<file path="src/rtl/cpu_types_pkg.sv">
// Shared cache types: address-split widths, frame metadata and the data cache
// controller states.
package cpu_types_pkg;
    localparam int WORD_W = 32;

    function automatic int boff_w(input int words);
        return $clog2(words);
    endfunction

    function automatic int idx_w(input int sets);
        return $clog2(sets);
    endfunction

    function automatic int tag_w(input int sets, input int words);
        return WORD_W - 2 - boff_w(words) - idx_w(sets);
    endfunction

    // Counter width; a single-entry range still needs one bit of storage.
    function automatic int cnt_w(input int n);
        return (n > 1) ? $clog2(n) : 1;
    endfunction

    // Tags are held zero-extended to a full word so one frame type fits every geometry.
    typedef struct packed {
        logic              valid;
        logic              dirty;
        logic [WORD_W-1:0] tag;
    } frame_t;

    typedef enum logic [2:0] {IDLE, WB, ALLOC, FLUSH, DONE} dstate_t;
endpackage

</file>
<file path="src/rtl/dcache_set_array.sv">
// Tag/data store: combinational read of every way of one set, one word write
// port plus an independent frame metadata write.
module dcache_set_array import cpu_types_pkg::*; #(
    parameter int SETS  = 8,
    parameter int WAYS  = 2,
    parameter int WORDS = 2,
    localparam int IW  = idx_w(SETS),
    localparam int WYW = cnt_w(WAYS),
    localparam int WCW = cnt_w(WORDS)
) (
    input  logic                                   clk,
    input  logic                                   rst,
    input  logic [IW-1:0]                          rd_idx,
    output frame_t [WAYS-1:0]                      rd_meta,
    output logic [WAYS-1:0][WORDS-1:0][WORD_W-1:0] rd_data,
    input  logic                                   data_we,
    input  logic                                   meta_we,
    input  logic [IW-1:0]                          wr_idx,
    input  logic [WYW-1:0]                         wr_way,
    input  logic [WCW-1:0]                         wr_word,
    input  logic [WORD_W-1:0]                      wr_data,
    input  frame_t                                 wr_meta
);
    frame_t [WAYS-1:0]                      meta [SETS];
    logic [WAYS-1:0][WORDS-1:0][WORD_W-1:0] data [SETS];

    assign rd_meta = meta[rd_idx];
    assign rd_data = data[rd_idx];

    always_ff @(posedge clk) begin
        if (rst) begin
            for (int s = 0; s < SETS; s++) meta[s] <= '0;
        end else if (meta_we) begin
            meta[wr_idx][wr_way] <= wr_meta;
        end
    end

    // Data words need no reset: nothing is readable until its frame is valid.
    always_ff @(posedge clk) begin
        if (data_we) data[wr_idx][wr_way][wr_word] <= wr_data;
    end
endmodule

</file>
<file path="src/rtl/dcache_assoc.sv">
// Write-back, write-allocate N-way data cache with round-robin victims and a
// halt-triggered flush of every dirty frame.
module dcache_assoc import cpu_types_pkg::*; #(
    parameter int SETS  = 8,
    parameter int WAYS  = 2,
    parameter int WORDS = 2
) (
    input  logic        CLK,
    input  logic        RST,
    input  logic        dmemREN,
    input  logic        dmemWEN,
    input  logic [31:0] dmemaddr,
    input  logic [31:0] dmemstore,
    input  logic        halt,
    output logic        dhit,
    output logic [31:0] dmemload,
    output logic        flushed,
    output logic        dREN,
    output logic        dWEN,
    output logic [31:0] daddr,
    output logic [31:0] dstore,
    input  logic        dwait,
    input  logic [31:0] dload
);
    localparam int IW      = idx_w(SETS);
    localparam int WYW     = cnt_w(WAYS);
    localparam int WCW     = cnt_w(WORDS);
    localparam int IDX_LSB = 2 + boff_w(WORDS);
    localparam int TAG_LSB = IDX_LSB + IW;

    dstate_t state, nstate;
    logic [IW-1:0]     req_idx, miss_idx, fset, rd_idx, wr_idx;
    logic [WCW-1:0]    req_word, wcnt, wr_word;
    logic [WORD_W-1:0] req_tag, miss_tag, wr_data;
    logic [WYW-1:0]    hit_way, vsel, vway, fway, wr_way;
    logic [WYW-1:0]    rr [SETS];
    frame_t [WAYS-1:0] rd_meta;
    frame_t            wr_meta, fframe;
    logic [WAYS-1:0][WORDS-1:0][WORD_W-1:0] rd_data;
    logic hit, vfound, req, xfer, wlast, flast, fdirty, fstep, data_we, meta_we, unused_bits;

    function automatic logic [31:0] blk_addr(input logic [WORD_W-1:0] t, input logic [IW-1:0] i,
                                             input logic [WCW-1:0] w);
        return (t << TAG_LSB) | (32'(i) << IDX_LSB) | (32'(w) << 2);
    endfunction

    assign req_idx     = dmemaddr[IDX_LSB +: IW];
    assign req_word    = WCW'(dmemaddr >> 2) & WCW'(WORDS - 1);
    assign req_tag     = dmemaddr >> TAG_LSB;
    assign unused_bits = ^dmemaddr[1:0];
    assign req         = dmemREN | dmemWEN;
    assign wlast       = (wcnt == WCW'(WORDS - 1));
    assign flast       = (fway == WYW'(WAYS - 1)) && (fset == IW'(SETS - 1));
    assign fframe      = rd_meta[fway];
    assign fdirty      = fframe.valid & fframe.dirty;
    assign xfer        = (dREN | dWEN) & ~dwait;
    assign fstep       = (state == FLUSH) && (!fdirty || (xfer && wlast));

    // The miss set stays addressed through WB/ALLOC so the victim's tag and data remain visible.
    assign rd_idx = (state == IDLE) ? req_idx : (state == FLUSH) ? fset : miss_idx;

    dcache_set_array #(.SETS(SETS), .WAYS(WAYS), .WORDS(WORDS)) u_array (
        .clk(CLK), .rst(RST), .rd_idx(rd_idx), .rd_meta(rd_meta), .rd_data(rd_data),
        .data_we(data_we), .meta_we(meta_we), .wr_idx(wr_idx), .wr_way(wr_way),
        .wr_word(wr_word), .wr_data(wr_data), .wr_meta(wr_meta)
    );

    always_comb begin
        hit     = 1'b0;
        hit_way = '0;
        vfound  = 1'b0;
        vsel    = rr[req_idx];
        for (int w = 0; w < WAYS; w++) begin
            if (!hit && rd_meta[w].valid && rd_meta[w].tag == req_tag) begin
                hit     = 1'b1;
                hit_way = WYW'(w);
            end
            if (!vfound && !rd_meta[w].valid) begin
                vfound = 1'b1;
                vsel   = WYW'(w);
            end
        end
    end

    always_ff @(posedge CLK) begin
        if (RST) state <= IDLE;
        else     state <= nstate;
    end

    always_comb begin
        nstate = state;
        unique case (state)
            IDLE: begin
                if (halt)             nstate = FLUSH;
                else if (req && !hit) nstate = (rd_meta[vsel].valid && rd_meta[vsel].dirty) ? WB : ALLOC;
            end
            WB:      if (xfer && wlast) nstate = ALLOC;
            ALLOC:   if (xfer && wlast) nstate = IDLE;
            FLUSH:   if (fstep && flast) nstate = DONE;
            DONE:    nstate = DONE;
            default: nstate = IDLE;
        endcase
    end

    always_comb begin
        dhit     = 1'b0;
        dmemload = '0;
        flushed  = 1'b0;
        dREN     = 1'b0;
        dWEN     = 1'b0;
        daddr    = '0;
        dstore   = '0;
        unique case (state)
            IDLE: if (!halt && req && hit) begin
                dhit     = 1'b1;
                dmemload = rd_data[hit_way][req_word];
            end
            WB: begin
                dWEN   = 1'b1;
                daddr  = blk_addr(rd_meta[vway].tag, miss_idx, wcnt);
                dstore = rd_data[vway][wcnt];
            end
            ALLOC: begin
                dREN  = 1'b1;
                daddr = blk_addr(miss_tag, miss_idx, wcnt);
            end
            FLUSH: if (fdirty) begin
                dWEN   = 1'b1;
                daddr  = blk_addr(fframe.tag, fset, wcnt);
                dstore = rd_data[fway][wcnt];
            end
            DONE:    flushed = 1'b1;
            default: ;
        endcase
    end

    always_comb begin
        data_we = 1'b0;
        meta_we = 1'b0;
        wr_idx  = miss_idx;
        wr_way  = vway;
        wr_word = wcnt;
        wr_data = dload;
        wr_meta = '0;
        unique case (state)
            IDLE: if (!halt && dmemWEN && hit) begin
                data_we       = 1'b1;
                meta_we       = 1'b1;
                wr_idx        = req_idx;
                wr_way        = hit_way;
                wr_word       = req_word;
                wr_data       = dmemstore;
                wr_meta.valid = 1'b1;
                wr_meta.dirty = 1'b1;
                wr_meta.tag   = req_tag;
            end
            ALLOC: if (xfer) begin
                data_we       = 1'b1;
                meta_we       = wlast;
                wr_meta.valid = 1'b1;
                wr_meta.tag   = miss_tag;
            end
            FLUSH: if (fdirty && xfer && wlast) begin
                meta_we       = 1'b1;
                wr_idx        = fset;
                wr_way        = fway;
                wr_meta.valid = 1'b1;
                wr_meta.tag   = fframe.tag;
            end
            default: ;
        endcase
    end

    always_ff @(posedge CLK) begin
        if (RST) begin
            wcnt     <= '0;
            fset     <= '0;
            fway     <= '0;
            vway     <= '0;
            miss_idx <= '0;
            miss_tag <= '0;
            for (int s = 0; s < SETS; s++) rr[s] <= '0;
        end else begin
            // Latch the miss so a request that drops or changes mid-fill cannot disturb it.
            if (state == IDLE && !halt && req && !hit) begin
                miss_idx <= req_idx;
                miss_tag <= req_tag;
                vway     <= vsel;
            end
            if (xfer) wcnt <= wlast ? '0 : wcnt + 1'b1;
            if (state == ALLOC && xfer && wlast)
                rr[miss_idx] <= (rr[miss_idx] + 1'b1) & WYW'(WAYS - 1);
            if (fstep) begin
                fway <= (fway == WYW'(WAYS - 1)) ? '0 : fway + 1'b1;
                if (fway == WYW'(WAYS - 1)) fset <= fset + 1'b1;
            end
        end
    end
endmodule

</file>
<file path="config.mk">
export PLATFORM = sky130hd
export DESIGN_NAME = dcache_assoc
export DESIGN_NICKNAME = d
export VERILOG_FILES = /design/src/rtl/cpu_types_pkg.sv /design/src/rtl/dcache_set_array.sv /design/src/rtl/dcache_assoc.sv
export SDC_FILE = /design/constraint.sdc
export NUM_CORES = 2
export LEC_CHECK = 0
export CAP_MARGIN = 0
export CORE_ASPECT_RATIO = 0.7
export CORE_MARGIN = 3
export CORE_UTILIZATION = 35
export DETAILED_ROUTE_END_ITERATION = 16
export GPL_ROUTABILITY_DRIVEN = 1
export PLACE_DENSITY = 0.56
export SLEW_MARGIN = 30
export SYNTH_ARGS = -nofsm -noshare
export SYNTH_HDL_FRONTEND = slang
export SYNTH_HIERARCHICAL = 1
export SYNTH_SLANG_ARGS = --single-unit
</file>
<file path="constraint.sdc">
create_clock -name CLK -period 9.2 [get_ports CLK]
set_clock_uncertainty 0.1 [all_clocks]
set_input_delay 0.92 -clock CLK [delete_from_list [all_inputs] [get_ports CLK]]
set_output_delay 0.92 -clock CLK [all_outputs]
set_load 0.05 [all_outputs]
</file>
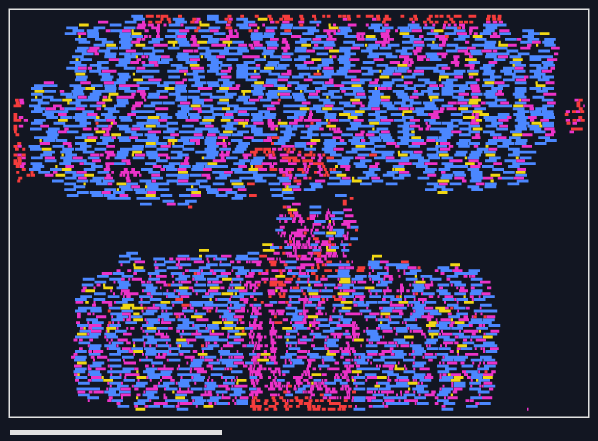
(images/class_map.png)
The bar under the picture is 200 µm long.
| colour | class | cells |
|---|---|---|
| magenta | remaining logic cells | 1930 |
| red | remaining buffers and delay cells | 338 |
| blue | sequential cells | 1617 |
| yellow | clock drivers and dummy loads | 298 |
Finished Core Util: 40.6%
core area: 200000 µm²
Core Rows: 137
design area: 81400 µm²

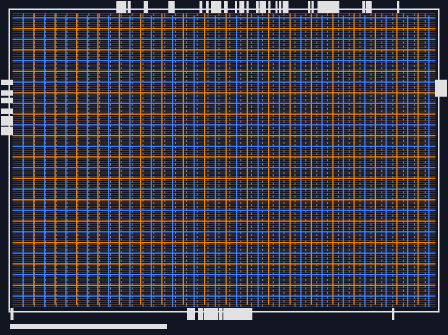
(images/floorplan.png)
The bar under the picture is 200 µm long. Pins as bars on the die edge. Tap cells in grey.
| colour | net |
|---|---|
| orange | VDD |
| blue | VSS |
met5 straps: 27
signal pins: 202
met4 straps: 39
die width: 544 µm
die height: 383 µm
maximum vdd drop: 0.000215 V

==> impl_metrics.tcl <==
# metrics dict for downstream scripts
set metrics [dict create \
    outcome "completed" \
    ys.flops 1617 \
    die_area_um2 208000 \
    nClkBuffers 213 \
    edf_count 1576 \
    crit_start "state[0]$_SDFFE_PP0P_" \
    instances_no_fill 6828 \
    finalNetCount 4153 \
    common_cells "1576 x edfxtp_1, 470 x nor3_1, 231 x mux2_2, 229 x mux4_2, 201 x clkbuf_1" \
    cp_num_cells 15 \
    sequentialPowerShare_pct 39.8 \
    initial_core_util_pct 35.4 \
    crit_path_end "dmemload[26]" \
    clk_latency_ns 0.80 \
    yosysChipArea_um2 70900 \
    whs_path_depth 2 \
    flop_cell "edfxtp_1" \
    relSlewSlack_pct 30.8 \
    inverters 41 \
    p_comb_share_pct 29.3 \
    swShare_pct 31.0 \
    comb_cells 1889 \
    avgSynthCellArea_um2 18.2 \
    internal_power_uw 14400 \
    numCtsBuffers 162 \
    min_to "miss_tag[25]$_SDFFE_PP0P_" \
    crit_arrival_ns 7.68 \
    ys_warn_count 6 \
    synthDistinctLibCells 63 \
    io_pins 202 \
    place_inst 6526 \
    clk_share_pct 6.32 \
    drv_slew 0 \
    crit_slowest_cell "clkdlybuf4s50_1" \
    clock_sink_count 1617 \
    largestClassByArea "flip-flops and latches" \
    gp_congestion 0.824 \
    rsz0062_at_grt "no" \
    worstReg2RegStart "state[0]$_SDFFE_PP0P_" \
    ys_seq_share_pct 67.9 \
    p_leak_uw 0.0254 \
    comb_share_pct 26.1 \
    viasPerCell 5.67 \
    end_kind "output port" \
    fillers 17800 \
    top_area_cell "edfxtp_1" \
    r2r-end "u_array/data[7][86]$_DFFE_PP_" \
    tritoncts "yes" \
    path_class "reg2out" \
    hold_viol 0 \
    syn_inst 3899 \
    p_clk_uw 6460 \
    layout_setup_ws_ns 0.498 \
    final_antenna_net_count 0 \
    drc_errors 0 \
    cts_resized 0 \
    cts_setup_buffers 0 \
    synthArstFlopShare_pct 0 \
    drt_iter0_drc 4254 \
    final_common_cell "edfxtp_1" \
    maxCapViolCount 0 \
    finalSetupTns_ns 0 \
    fin_crit_ns 8.70 \
    path_clk_slew_ns 0.06 \
    clockBufferDepth 3 \
    worstPathCellList "nand2_1 > nor2_1 > a22oi_1 > nand2_4 > buf_4 > mux4_1 > mux2_2 > xor2_1 > nor4_1 > nand4_1 > a211oi_4 > buf_12 > mux4_2 > and2b_1 > clkdlybuf4s50_1" \
    p_comb_uw 6130 \
    ys_sh_adder_pct 0.0353 \
    top_cell "edfxtp_1" \
    hold_start "miss_tag[25]$_SDFFE_PP0P_" \
    warning_count 41 \
    seq_area_um2 48200 \
    num_antenna_cells 4 \
    topCellsByArea "edfxtp_1 67%, mux4_1 7.4%, mux4_2 7.3%" \
    comb_area_um2 21300 \
    p_sw_uw 6490 \
    signal_buffer_area_fraction_pct 4.19 \
]
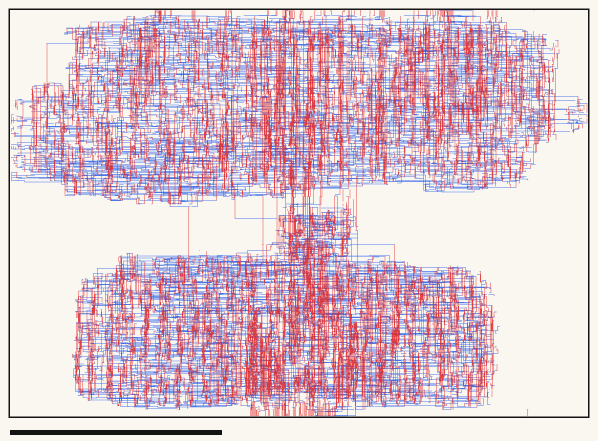
(images/layers.png)
The bar under the picture is 200 µm long. Only two layers are drawn.
| colour | layer | wire length |
|---|---|---|
| red | M2 | 84.9 mm |
| blue | M1 | 90.9 mm |
Detailed Route WL: 195 mm
gr usage total: 18.5%

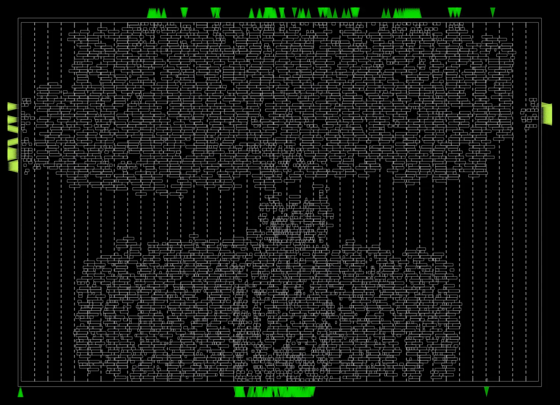
(images/placed.png)
registers: 1617
sequential cell area share: 59.1%
tap cell count: 2641

routing by layer:
metal  up-vias  global-route usage [%]  share of wire, %
met1     20600                    28.6                47
met5         -                       0                 0
li1      16300                       -                 -
met4         0                    5.04               2.6
met2      1579                    26.8                44
met3       278                    3.22               7.3
registers in the layout, indices dropped and copies added (netlist names), named ones only:
signal	count
state	3
rr	8
miss_idx	3
u_array/meta	544
fset	3
wcnt	1
miss_tag	26
u_array/data	1024
fway	1
vway	1
through the flow:
step	utilization, %	hold WS (ns)	area, µm²	total power, µW
after floorplan	-	0.340	70900	12800
after global placement	38.1	0.357	76300	14600
after detailed placement	38.1	0.365	76300	14600
after CTS	40.6	0.374	81400	21100
after global routing	40.6	0.397	81400	21700
final	40.6	0.376	81400	20900
Power is estimated from default activity; no workload was simulated.
